### Register map, names as in the netlist, run 1

Bar = 10 um. Other sequential cells in the stronger gray, the rest of the logic in the fainter gray.
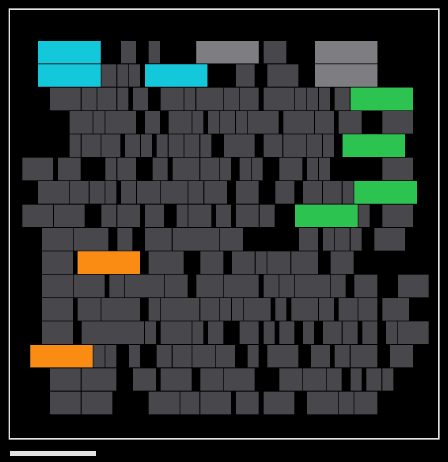
### Routing congestion, run 1

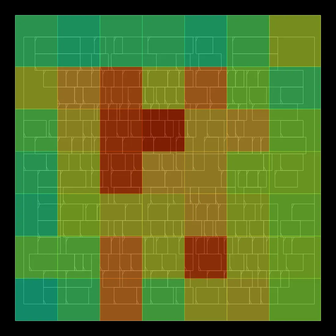
### Metal layers overlaid, run 1

Bar = 10 um. Two of the layers only.
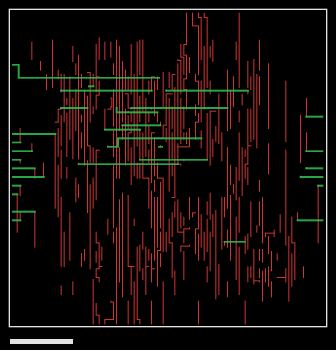
**config.mk**
```make
export PLATFORM = sky130hd
export DESIGN_NAME = alu_issue_seq
export DESIGN_NICKNAME = d
export VERILOG_FILES = /design/src/rtl/alu_issue_seq.sv
export SDC_FILE = /design/constraint.sdc
export NUM_CORES = 1
export LEC_CHECK = 0
export CORE_UTILIZATION = 49
export CTS_BUF_LIST = sky130_fd_sc_hd__clkbuf_4
export CTS_CLUSTER_SIZE = 16
export DETAILED_ROUTE_END_ITERATION = 12
export PLACE_DENSITY = 0.81
export SYNTH_ARGS = -nofsm -noshare
export SYNTH_HDL_FRONTEND = slang
export SYNTH_SLANG_ARGS = --single-unit
```
**constraint.sdc**
```tcl
create_clock -name clk -period 3.3 [get_ports clk]
set_clock_uncertainty 0.2 [all_clocks]
set_input_delay 0.66 -clock clk [delete_from_list [all_inputs] [get_ports clk]]
set_output_delay 0.66 -clock clk [all_outputs]
set_load 0.01 [all_outputs]
```
**src/rtl/alu_issue_seq.sv**
```systemverilog
// ALU-control issue stage: decodes class flags/funct3/funct7 into a 4-bit ALU op and
// issues one beat per scalar instruction or one beat per enabled lane for VR instructions.
module alu_issue_seq #(
  parameter int LANES  = 4,
  parameter int LANE_W = (LANES > 1) ? $clog2(LANES) : 1
) (
  input  logic              clk,
  input  logic              rst_n,
  input  logic              in_valid,
  output logic              in_ready,
  input  logic              R,
  input  logic              I,
  input  logic              U,
  input  logic              VR,
  input  logic              abs,
  input  logic [2:0]        funct3,
  input  logic [6:0]        funct7,
  input  logic [LANES-1:0]  vmask,
  output logic              out_valid,
  input  logic              out_ready,
  output logic [3:0]        alu_op,
  output logic [LANE_W-1:0] lane_idx,
  output logic              last,
  output logic              illegal
);

  typedef enum logic {IDLE, ISSUE} state_t;

  state_t              state_q, state_d;
  logic                out_valid_q, out_valid_d;
  logic [3:0]          alu_op_q, alu_op_d;
  logic [LANE_W-1:0]   lane_idx_q, lane_idx_d;
  logic                last_q, last_d;
  logic                illegal_q, illegal_d;
  logic [LANES-1:0]    mask_q, mask_d;

  logic                fire, accept;
  logic [4:0]          dec;
  logic [LANES-1:0]    rem_in, rem_q;

  // Returns {illegal, op}; op is forced to 0 for illegal encodings.
  function automatic logic [4:0] decode(input logic r, input logic i, input logic u,
                                        input logic vr, input logic ab,
                                        input logic [2:0] f3, input logic [6:0] f7);
    logic [2:0] n;
    logic [3:0] op;
    logic [3:0] base;
    logic       ill;
    n   = {2'b00, r} + {2'b00, i} + {2'b00, u} + {2'b00, vr};
    ill = 1'b0;
    op  = 4'd0;
    case (f3)
      3'd0:    base = 4'd0;
      3'd1:    base = 4'd5;
      3'd2:    base = 4'd8;
      3'd3:    base = 4'd9;
      3'd4:    base = 4'd2;
      3'd5:    base = 4'd6;
      3'd6:    base = 4'd3;
      default: base = 4'd4;
    endcase
    if (n == 3'd0) begin
      if (ab) op = 4'd12;
      else    ill = 1'b1;
    end else if (n != 3'd1) begin
      ill = 1'b1;
    end else if (u) begin
      op = 4'd11;
    end else if (i) begin
      if (f3 == 3'd1) begin
        if (f7 == 7'h00) op = base;
        else             ill = 1'b1;
      end else if (f3 == 3'd5) begin
        if (f7 == 7'h00)      op = 4'd6;
        else if (f7 == 7'h20) op = 4'd7;
        else                  ill = 1'b1;
      end else begin
        op = base;
      end
    end else begin
      case (f7)
        7'h00: op = base;
        7'h20: begin
          if (f3 == 3'd0)      op = 4'd1;
          else if (f3 == 3'd5) op = 4'd7;
          else                 ill = 1'b1;
        end
        7'h01: begin
          if (f3 == 3'd0)      op = 4'd13;
          else if (f3 == 3'd4) op = 4'd14;
          else if (f3 == 3'd6) op = 4'd15;
          else                 ill = 1'b1;
        end
        default: ill = 1'b1;
      endcase
    end
    if (ill) op = 4'd0;
    return {ill, op};
  endfunction

  function automatic logic [LANE_W-1:0] low_lane(input logic [LANES-1:0] m);
    logic [LANE_W-1:0] res;
    res = '0;
    for (int k = LANES - 1; k >= 0; k--) begin
      if (m[k]) res = LANE_W'(k);
    end
    return res;
  endfunction

  function automatic logic [LANES-1:0] clr_low(input logic [LANES-1:0] m);
    logic [LANES-1:0] res;
    logic             found;
    res   = m;
    found = 1'b0;
    for (int k = 0; k < LANES; k++) begin
      if (m[k] && !found) begin
        res[k] = 1'b0;
        found  = 1'b1;
      end
    end
    return res;
  endfunction

  assign fire     = out_valid_q && out_ready;
  assign in_ready = (state_q == IDLE) || (fire && last_q);
  assign accept   = in_valid && in_ready;
  assign dec      = decode(R, I, U, VR, abs, funct3, funct7);
  assign rem_in   = clr_low(vmask);
  assign rem_q    = clr_low(mask_q);

  always_comb begin
    state_d     = state_q;
    out_valid_d = out_valid_q;
    alu_op_d    = alu_op_q;
    lane_idx_d  = lane_idx_q;
    last_d      = last_q;
    illegal_d   = illegal_q;
    mask_d      = mask_q;
    if (accept) begin
      if (dec[4]) begin
        state_d     = ISSUE;
        out_valid_d = 1'b1;
        alu_op_d    = 4'd0;
        lane_idx_d  = '0;
        last_d      = 1'b1;
        illegal_d   = 1'b1;
        mask_d      = '0;
      end else if (VR) begin
        // An empty mask consumes the instruction without producing any beat.
        if (vmask == '0) begin
          state_d     = IDLE;
          out_valid_d = 1'b0;
          mask_d      = '0;
        end else begin
          state_d     = ISSUE;
          out_valid_d = 1'b1;
          alu_op_d    = dec[3:0];
          lane_idx_d  = low_lane(vmask);
          last_d      = (rem_in == '0);
          illegal_d   = 1'b0;
          mask_d      = rem_in;
        end
      end else begin
        state_d     = ISSUE;
        out_valid_d = 1'b1;
        alu_op_d    = dec[3:0];
        lane_idx_d  = '0;
        last_d      = 1'b1;
        illegal_d   = 1'b0;
        mask_d      = '0;
      end
    end else if (fire) begin
      if (last_q) begin
        state_d     = IDLE;
        out_valid_d = 1'b0;
      end else begin
        lane_idx_d = low_lane(mask_q);
        last_d     = (rem_q == '0);
        mask_d     = rem_q;
      end
    end
  end

  always_ff @(posedge clk) begin
    if (!rst_n) begin
      state_q     <= IDLE;
      out_valid_q <= 1'b0;
      alu_op_q    <= 4'd0;
      lane_idx_q  <= '0;
      last_q      <= 1'b0;
      illegal_q   <= 1'b0;
      mask_q      <= '0;
    end else begin
      state_q     <= state_d;
      out_valid_q <= out_valid_d;
      alu_op_q    <= alu_op_d;
      lane_idx_q  <= lane_idx_d;
      last_q      <= last_d;
      illegal_q   <= illegal_d;
      mask_q      <= mask_d;
    end
  end

  assign out_valid = out_valid_q;
  assign alu_op    = alu_op_q;
  assign lane_idx  = lane_idx_q;
  assign last      = last_q;
  assign illegal   = illegal_q;

endmodule
```
==> notes.md, run 1 <==
## Critical path
- critical path's top delay family: adder cells
- data required time at the worst endpoint: 3.28 ns
- Critical Path AT: 3.18 ns
- buffer and inverter count on the worst path: 3

## Clock network
- CTS max path bufs: 2
- level count of the clock H-tree: 1
- number of sinks handled by clock tree synthesis: 12
- hold-fix buffer count after cts: 0

## Synthesis
- proportion of synthesized flip-flops having asynchronous set or reset: 0%
- comb area leader: simple AND/OR/NAND/NOR gates
- area fraction in xor and xnor cells: 1.57%
- post-synth top area share: 21.5%
- area of the mapped netlist: 0.00112 mm^2
- average footprint of a synthesized cell: 7.04 um^2
- yosys stat cell total: 159
- flip-flop cell with the highest count after synthesis: sky130_fd_sc_hd__dfxtp_1
- most instantiated library cell after synthesis: sky130_fd_sc_hd__nand2_1

## Power
- clock group power: 90.6 uW
- maximum VDD drop: 0.249 mV
- combinational power: 207 uW

## Layout
- area growth from synthesis to final layout: 38.6%
- sequential share of cell area: 15.5%
- most used logic cell in the final layout: sky130_fd_sc_hd__clkdlybuf4s50_1
- top logic cells by instance count in the layout: 31 x sky130_fd_sc_hd__clkdlybuf4s50_1, 20 x sky130_fd_sc_hd__nand2_1, 15 x sky130_fd_sc_hd__nor2_1, 15 x sky130_fd_sc_hd__buf_4, 13 x sky130_fd_sc_hd__a21oi_1
- fill cell count: 166

## Drt
- Detailed Routing Iterations Pass 1: 4

## Global route
- antenna violations before repair: 0

## Placed design
- final weighted congestion in routability-driven placement: 0.869

## Die
- Die ar.: 0.00248 mm^2

## Final timing
- total negative setup slack: 0 ns
- max_slew headroom: 56.4%

## Run status
- status: finished, final reports clean

About 'Register map, names as in the netlist':
Green shows `alu_op`, flops 4. Orange shows `lane_idx`, flops 2. Cyan shows `mask_q`, flops 3.
Another 3 sequential cells are not colored.

About 'Routing congestion':
met1 usage: 33.3%
GR Util met3: 5.25%
busiest layer in global routing: met2
met2 track demand over resource in global routing: 42.3%
Overall Global Routing Usage: 25.0%

About 'Metal layers overlaid':
Green shows M3, wire length 179 um. Red shows M2, wire length 1410 um.
Via Count: 1299
sum of routed wire length over all layers: 3.01 mm

### Cell area per tile, run 1

The die is cut into 10 by 10 equal tiles; black is low, pale yellow is high, 0 to 100% covered.
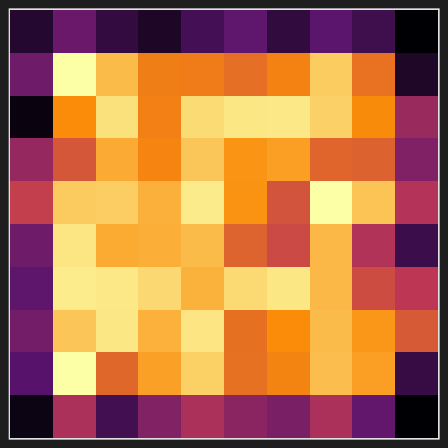

==> run 1 -> run 2 <==
--- a/config.mk
+++ b/config.mk
@@ -5,11 +5,11 @@
 export SDC_FILE = /design/constraint.sdc
 export NUM_CORES = 1
 export LEC_CHECK = 0
-export CORE_UTILIZATION = 49
+export CORE_UTILIZATION = 52
 export CTS_BUF_LIST = sky130_fd_sc_hd__clkbuf_4
 export CTS_CLUSTER_SIZE = 16
 export DETAILED_ROUTE_END_ITERATION = 12
-export PLACE_DENSITY = 0.81
+export PLACE_DENSITY = 0.86
 export SYNTH_ARGS = -nofsm -noshare
 export SYNTH_HDL_FRONTEND = slang
 export SYNTH_SLANG_ARGS = --single-unit
==> constraint.sdc (replaced) <==
create_clock -name clk -period 4.05 [get_ports clk]
set_clock_uncertainty 0.2 [all_clocks]
set_input_delay 0.81 -clock clk [delete_from_list [all_inputs] [get_ports clk]]
set_output_delay 0.81 -clock clk [all_outputs]
set_load 0.01 [all_outputs]
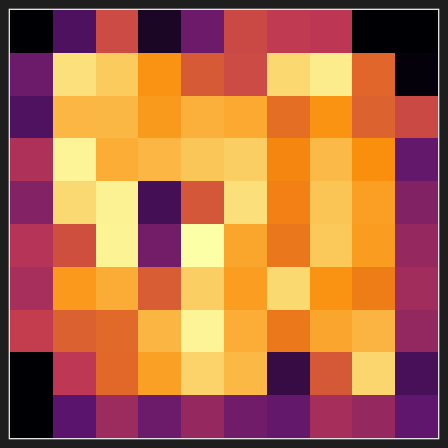
*Cell area per tile, run 2*
The die is cut into 10 by 10 equal tiles; black is low, pale yellow is high, 0 to 100% covered.
43% of the tiles are over 75% full. 6.0% of the tiles are nearly empty. The densest ninth of the die: center. The mean over all tiles is 60%. The fullest tile reaches 100%.

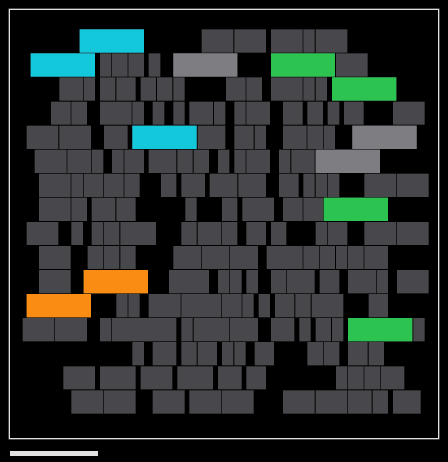
*Register map, names as in the netlist, run 2*
Bar = 10 um. Other sequential cells in the stronger gray, the rest of the logic in the fainter gray.
Cyan shows `mask_q`, flops 3. Orange shows `lane_idx`, flops 2. Green shows `alu_op`, flops 4.

==> run 2 against run 1 <==
Combinational power fell by 29%. Count of clock-buffer cells in the layout unchanged. Die area fell by 5.5%. Area after synthesis did not move. Flip-flop count is the same. Routed wire length is 8.7% lower. Synthesized cell count did not move. Clock power decreased by 18%. Largest cell class unchanged.
==> notes.md, run 2 <==
## Synthesis
- flip-flop cell with the highest count after synthesis: sky130_fd_sc_hd__dfxtp_1
- post-synth top area share: 21.5%, unchanged
- area fraction in xor and xnor cells: 1.57%, unchanged
- area of the mapped netlist: 0.00112 mm^2, unchanged
- yosys stat cell total: 159, unchanged
- proportion of synthesized flip-flops having asynchronous set or reset: 0%, unchanged
- comb area leader: simple AND/OR/NAND/NOR gates

## Drt
- sum of routed wire length over all layers: 2.75 mm, -8.7%
- Via Count: 1228, -5.5%
- Detailed Routing Iterations Pass 1: 4, unchanged

## Critical path
- Critical Path AT: 3.47 ns, +0.29 ns
- data required time at the worst endpoint: 4.02 ns, +0.74 ns

## Die
- Die ar.: 0.00234 mm^2, -5.5%

## Power
- maximum VDD drop: 0.234 mV, -6.0%
- clock group power: 74.1 uW, -18%

## Run status
- status: finished, final reports clean

## Final timing
- total negative setup slack: 0 ns, unchanged
- max_slew headroom: 60.1%, +3.7 points

## Global route
- met1 usage: 31.4%, -1.9 points
- busiest layer in global routing: met2
- Overall Global Routing Usage: 25.4%, +0.41 points

## Layout
- sequential share of cell area: 16.7%, +1.2 points
- top logic cells by instance count in the layout: 32 x sky130_fd_sc_hd__clkdlybuf4s50_1, 20 x sky130_fd_sc_hd__nand2_1, 16 x sky130_fd_sc_hd__nor2_1, 13 x sky130_fd_sc_hd__a21oi_1

Power figures rest on the tool's default switching activity, not on a simulated workload.
